## src/rtl/dsa_system.sv

```systemverilog
// Bilinear image downscaler with one shared word-addressed memory port.
// Source pixels are fetched tap by tap, blended in Q8.8 and written either
// one byte per write (sequential) or four packed pixels per word (SIMD).
module dsa_system #(
    parameter logic [15:0] ADDR_IN  = 16'd0,
    parameter logic [15:0] ADDR_OUT = 16'd16384,
    parameter int          FRAC     = 8
) (
    input  logic        clk,
    input  logic        rst,
    input  logic        i_start,
    input  logic        i_mode_select,
    input  logic        i_step_mode,
    input  logic        i_step_trig,
    input  logic [15:0] i_inv_scale,
    input  logic [8:0]  i_img_width,
    input  logic [8:0]  i_img_height,
    output logic        o_busy,
    output logic        o_done,
    output logic [15:0] o_mem_addr,
    output logic        o_mem_we,
    output logic [3:0]  o_mem_byte_en,
    output logic [31:0] o_mem_wdata,
    input  logic [31:0] i_mem_rdata
);

    localparam int RW  = FRAC + 9;
    localparam int SW  = 2 * FRAC + 9;
    localparam int ONE = 1 << FRAC;

    typedef enum logic [2:0] {
        IDLE, CALC_ADDR, PAUSED, READ, INTERP, WRITE, NEXT, DONE
    } state_t;

    state_t          state_q, state_d;
    logic            simdMode_q, simdMode_d;
    logic [15:0]     invScale_q, invScale_d;
    logic [8:0]      imgW_q, imgW_d;
    logic [8:0]      imgH_q, imgH_d;
    logic [19:0]     sxAcc_q, sxAcc_d;
    logic [19:0]     syAcc_q, syAcc_d;
    logic [17:0]     pixIdx_q, pixIdx_d;
    logic [8:0]      x0_q, x0_d, x1_q, x1_d, y0_q, y0_d, y1_q, y1_d;
    logic [FRAC-1:0] fx_q, fx_d, fy_q, fy_d;
    logic [1:0]      tap_q, tap_d;
    logic            phase_q, phase_d;
    logic [7:0]      taps_q [4];
    logic [7:0]      taps_d [4];
    logic [31:0]     wordBuf_q, wordBuf_d;
    logic [3:0]      laneEn_q, laneEn_d;
    logic            trigPrev_q;

    logic [19:0]     sxNext, syNext;
    logic            colWrap, lastPix, trigEdge;
    logic [8:0]      curX0, curX1, curY0, curY1;
    logic [FRAC-1:0] curFx, curFy;
    logic [8:0]      tapX, tapY;
    logic [17:0]     tapIdx;
    logic [7:0]      tapByte;
    logic [FRAC:0]   wx0, wy0;
    logic [RW-1:0]   r0, r1;
    logic [SW-1:0]   acc;
    logic [7:0]      pixVal;
    logic [1:0]      lane;

    assign sxNext   = sxAcc_q + 20'(invScale_q);
    assign syNext   = syAcc_q + 20'(invScale_q);
    assign colWrap  = (sxNext >> FRAC) >= 20'(imgW_q);
    assign lastPix  = colWrap && ((syNext >> FRAC) >= 20'(imgH_q));
    assign trigEdge = i_step_trig & ~trigPrev_q;

    assign curX0 = 9'(sxAcc_q >> FRAC);
    assign curY0 = 9'(syAcc_q >> FRAC);
    assign curFx = sxAcc_q[FRAC-1:0];
    assign curFy = syAcc_q[FRAC-1:0];
    assign curX1 = (10'(curX0) + 10'd1 < 10'(imgW_q)) ? curX0 + 9'd1 : imgW_q - 9'd1;
    assign curY1 = (10'(curY0) + 10'd1 < 10'(imgH_q)) ? curY0 + 9'd1 : imgH_q - 9'd1;

    assign tapX    = tap_q[0] ? x1_q : x0_q;
    assign tapY    = tap_q[1] ? y1_q : y0_q;
    assign tapIdx  = 18'(tapY) * 18'(imgW_q) + 18'(tapX);
    assign tapByte = i_mem_rdata[{tapIdx[1:0], 3'b000} +: 8];

    assign wx0    = (FRAC+1)'(ONE) - (FRAC+1)'(fx_q);
    assign wy0    = (FRAC+1)'(ONE) - (FRAC+1)'(fy_q);
    assign r0     = RW'(taps_q[0]) * RW'(wx0) + RW'(taps_q[1]) * RW'(fx_q);
    assign r1     = RW'(taps_q[2]) * RW'(wx0) + RW'(taps_q[3]) * RW'(fx_q);
    assign acc    = SW'(r0) * SW'(wy0) + SW'(r1) * SW'(fy_q) + SW'(1 << (2 * FRAC - 1));
    assign pixVal = acc[2*FRAC +: 8];
    assign lane   = pixIdx_q[1:0];

    assign o_busy = (state_q != IDLE) && (state_q != DONE);
    assign o_done = (state_q == DONE);

    // Memory port: tap address held through both READ cycles, write strobe
    // only in WRITE and suppressed while reset is asserted.
    always_comb begin
        o_mem_addr    = '0;
        o_mem_we      = 1'b0;
        o_mem_byte_en = '0;
        o_mem_wdata   = '0;
        case (state_q)
            READ: begin
                o_mem_addr = ADDR_IN + 16'(tapIdx >> 2);
            end
            WRITE: begin
                o_mem_addr    = ADDR_OUT + 16'(pixIdx_q >> 2);
                o_mem_we      = ~rst;
                o_mem_byte_en = rst ? 4'b0000 : laneEn_q;
                o_mem_wdata   = wordBuf_q;
            end
            default: ;
        endcase
    end

    // Next-state logic: walk the output grid by stepping the source
    // accumulators, fetch four taps, blend, and pack into the write word.
    always_comb begin
        state_d    = state_q;
        simdMode_d = simdMode_q;
        invScale_d = invScale_q;
        imgW_d     = imgW_q;
        imgH_d     = imgH_q;
        sxAcc_d    = sxAcc_q;
        syAcc_d    = syAcc_q;
        pixIdx_d   = pixIdx_q;
        x0_d       = x0_q;
        x1_d       = x1_q;
        y0_d       = y0_q;
        y1_d       = y1_q;
        fx_d       = fx_q;
        fy_d       = fy_q;
        tap_d      = tap_q;
        phase_d    = phase_q;
        taps_d     = taps_q;
        wordBuf_d  = wordBuf_q;
        laneEn_d   = laneEn_q;
        case (state_q)
            IDLE, DONE: begin
                if (i_start) begin
                    simdMode_d = i_mode_select;
                    invScale_d = (i_inv_scale == 16'd0) ? 16'h0100 : i_inv_scale;
                    imgW_d     = i_img_width;
                    imgH_d     = i_img_height;
                    sxAcc_d    = '0;
                    syAcc_d    = '0;
                    pixIdx_d   = '0;
                    wordBuf_d  = '0;
                    laneEn_d   = '0;
                    state_d    = CALC_ADDR;
                end
            end
            CALC_ADDR: begin
                x0_d    = curX0;
                x1_d    = curX1;
                y0_d    = curY0;
                y1_d    = curY1;
                fx_d    = curFx;
                fy_d    = curFy;
                tap_d   = 2'd0;
                phase_d = 1'b0;
                if (i_step_mode && (!simdMode_q || lane == 2'd0)) begin
                    state_d = PAUSED;
                end else begin
                    state_d = READ;
                end
            end
            PAUSED: begin
                if (!i_step_mode || trigEdge) begin
                    state_d = READ;
                end
            end
            READ: begin
                if (!phase_q) begin
                    phase_d = 1'b1;
                end else begin
                    taps_d[tap_q] = tapByte;
                    phase_d       = 1'b0;
                    tap_d         = tap_q + 2'd1;
                    if (tap_q == 2'd3) begin
                        state_d = INTERP;
                    end
                end
            end
            INTERP: begin
                wordBuf_d[{lane, 3'b000} +: 8] = pixVal;
                laneEn_d[lane]                 = 1'b1;
                if (!simdMode_q || lane == 2'd3 || lastPix) begin
                    state_d = WRITE;
                end else begin
                    state_d = NEXT;
                end
            end
            WRITE: begin
                wordBuf_d = '0;
                laneEn_d  = '0;
                state_d   = NEXT;
            end
            NEXT: begin
                if (lastPix) begin
                    state_d = DONE;
                end else begin
                    pixIdx_d = pixIdx_q + 18'd1;
                    if (colWrap) begin
                        sxAcc_d = '0;
                        syAcc_d = syNext;
                    end else begin
                        sxAcc_d = sxNext;
                    end
                    state_d = CALC_ADDR;
                end
            end
            default: state_d = IDLE;
        endcase
    end

    // State and datapath registers with synchronous reset; the step-trigger
    // history is sampled every cycle so a held button yields a single edge.
    always_ff @(posedge clk) begin
        if (rst) begin
            state_q    <= IDLE;
            simdMode_q <= 1'b0;
            invScale_q <= '0;
            imgW_q     <= '0;
            imgH_q     <= '0;
            sxAcc_q    <= '0;
            syAcc_q    <= '0;
            pixIdx_q   <= '0;
            x0_q       <= '0;
            x1_q       <= '0;
            y0_q       <= '0;
            y1_q       <= '0;
            fx_q       <= '0;
            fy_q       <= '0;
            tap_q      <= '0;
            phase_q    <= 1'b0;
            taps_q     <= '{default: '0};
            wordBuf_q  <= '0;
            laneEn_q   <= '0;
            trigPrev_q <= 1'b0;
        end else begin
            state_q    <= state_d;
            simdMode_q <= simdMode_d;
            invScale_q <= invScale_d;
            imgW_q     <= imgW_d;
            imgH_q     <= imgH_d;
            sxAcc_q    <= sxAcc_d;
            syAcc_q    <= syAcc_d;
            pixIdx_q   <= pixIdx_d;
            x0_q       <= x0_d;
            x1_q       <= x1_d;
            y0_q       <= y0_d;
            y1_q       <= y1_d;
            fx_q       <= fx_d;
            fy_q       <= fy_d;
            tap_q      <= tap_d;
            phase_q    <= phase_d;
            taps_q     <= taps_d;
            wordBuf_q  <= wordBuf_d;
            laneEn_q   <= laneEn_d;
            trigPrev_q <= i_step_trig;
        end
    end

endmodule

```

## config.mk

```make
export PLATFORM = sky130hd
export DESIGN_NAME = dsa_system
export DESIGN_NICKNAME = d
export VERILOG_FILES = /design/src/rtl/dsa_system.sv
export SDC_FILE = /design/constraint.sdc
export NUM_CORES = 2
export LEC_CHECK = 0
export CAP_MARGIN = 10
export CORE_ASPECT_RATIO = 1.5
export CORE_UTILIZATION = 31
export DETAILED_ROUTE_END_ITERATION = 6
export HOLD_SLACK_MARGIN = 0.05
export PLACE_DENSITY = 0.52
export SYNTH_ARGS = -nofsm -noshare
export SYNTH_HDL_FRONTEND = slang
export SYNTH_SLANG_ARGS = --single-unit
```

## constraint.sdc

```tcl
create_clock -name clk -period 11.2 [get_ports clk]
set_input_delay 2.24 -clock clk [delete_from_list [all_inputs] [get_ports clk]]
set_output_delay 2.24 -clock clk [all_outputs]
set_load 0.01 [all_outputs]
```

==> changes_impl.md <==
### Metrics

- Worst Skew: 0.03677 ns
- Crit path required time: 11.68 ns
- Total via count after detailed routing: 27.45k
- Area used by sequential logic in the layout: 0.004415 sq mm
- Starting utilization of the core area: 0.3137
- Async S/R FF share, synth: 0
- GRT Resource Usage Total: 0.1898
- Transition time at the pin with the least slew margin: 1.310 ns
- Leakage power of the design: 19.14 nW
- Distinct lib cells: 80
- Met1 layer usage reported by global route: 0.1868
- Largest registers in the final layout: taps_q: 32 flops, wordBuf_q: 32 flops
- Pins over their slew limit: 0
- Crit path setup slack, layout: -0.3287 ns
- DRT Pass-1 Iters: 5
- R2r setup slk: -0.33 ns
- DRC viols: 0
- Routing usage on met3: 0.01074
- RSZ-0062 raised after global routing: yes
- Result of the run: finished with violations
- Gate power share: 0.212
- Most used DFF post-synth: sky130_fd_sc_hd__dfxtp_1
- Synth-to-Final Area Change: 18.29%
- Slowest cell on crit path: sky130_fd_sc_hd__fa_1
- Total number of yosys warnings: 0
- Setup-failing EPs final: 12
- Power share of the clock group: 0.403
- Class of the worst hold path: register to register
- Startpoint of the worst hold path: y0_q[3]$_SDFFE_PP0P_
- Final instance area: around 0.040 sq mm
- Die extent in x: 271.2 um
- Total of max-cap violations: 0
- Placement-stage worst setup slack: -0.5686 ns
- Failing checks: setup timing
- Die extent in y: ~410 um
- Post-detailed-route count of antenna-violating nets: 0
- Clock tree buffer depth: 3
- Delay of the slowest critical-path stage: 0.63 ns
- Clock latency of the later-clocked register in the worst-skew pair: 0.61 ns
- Most area-hungry cell class in the final design: combinational gates
Figure 1. Cell placement.
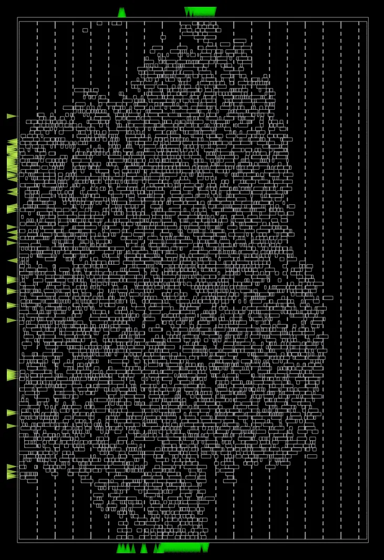
fraction of area in registers: 0.1108
final non-filler cell total: 5643
number of well taps: 1415
Finished Core Util: 0.3711
fill cell instance count of the final layout: 11.22k

Figure 2. Metal 3.
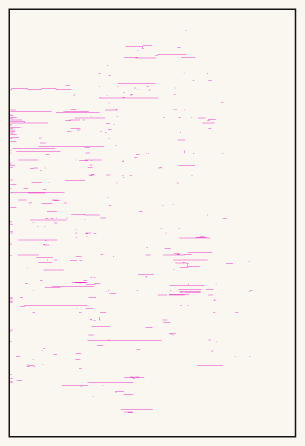
longest straight run: 70.2 um
share of all routed wire: 2.2%
main direction: horizontal

Figure 3. Ports around the boundary.
Pins as bars across the die edge, other pins in gray.
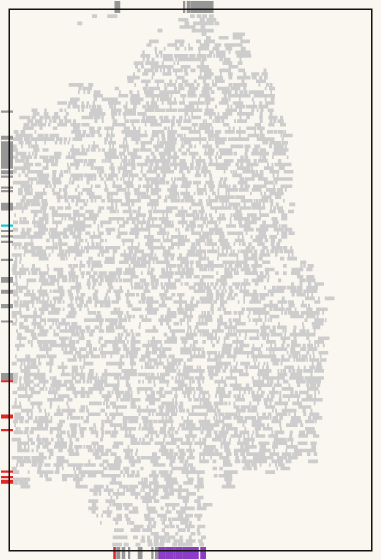
legend:
  purple:
    port: `o_mem_wdata`
    pins: 32
    direction: output
    edge: bottom
  red:
    port: `i_img_height`
    pins: 9
    direction: input
    edge: 8 left, 1 bottom
  cyan:
    port: `rst`
    pins: 1
    direction: input
    edge: left
all pins by edge: 52 left, 50 bottom, 25 top

Power and IR drop assume default switching activity.
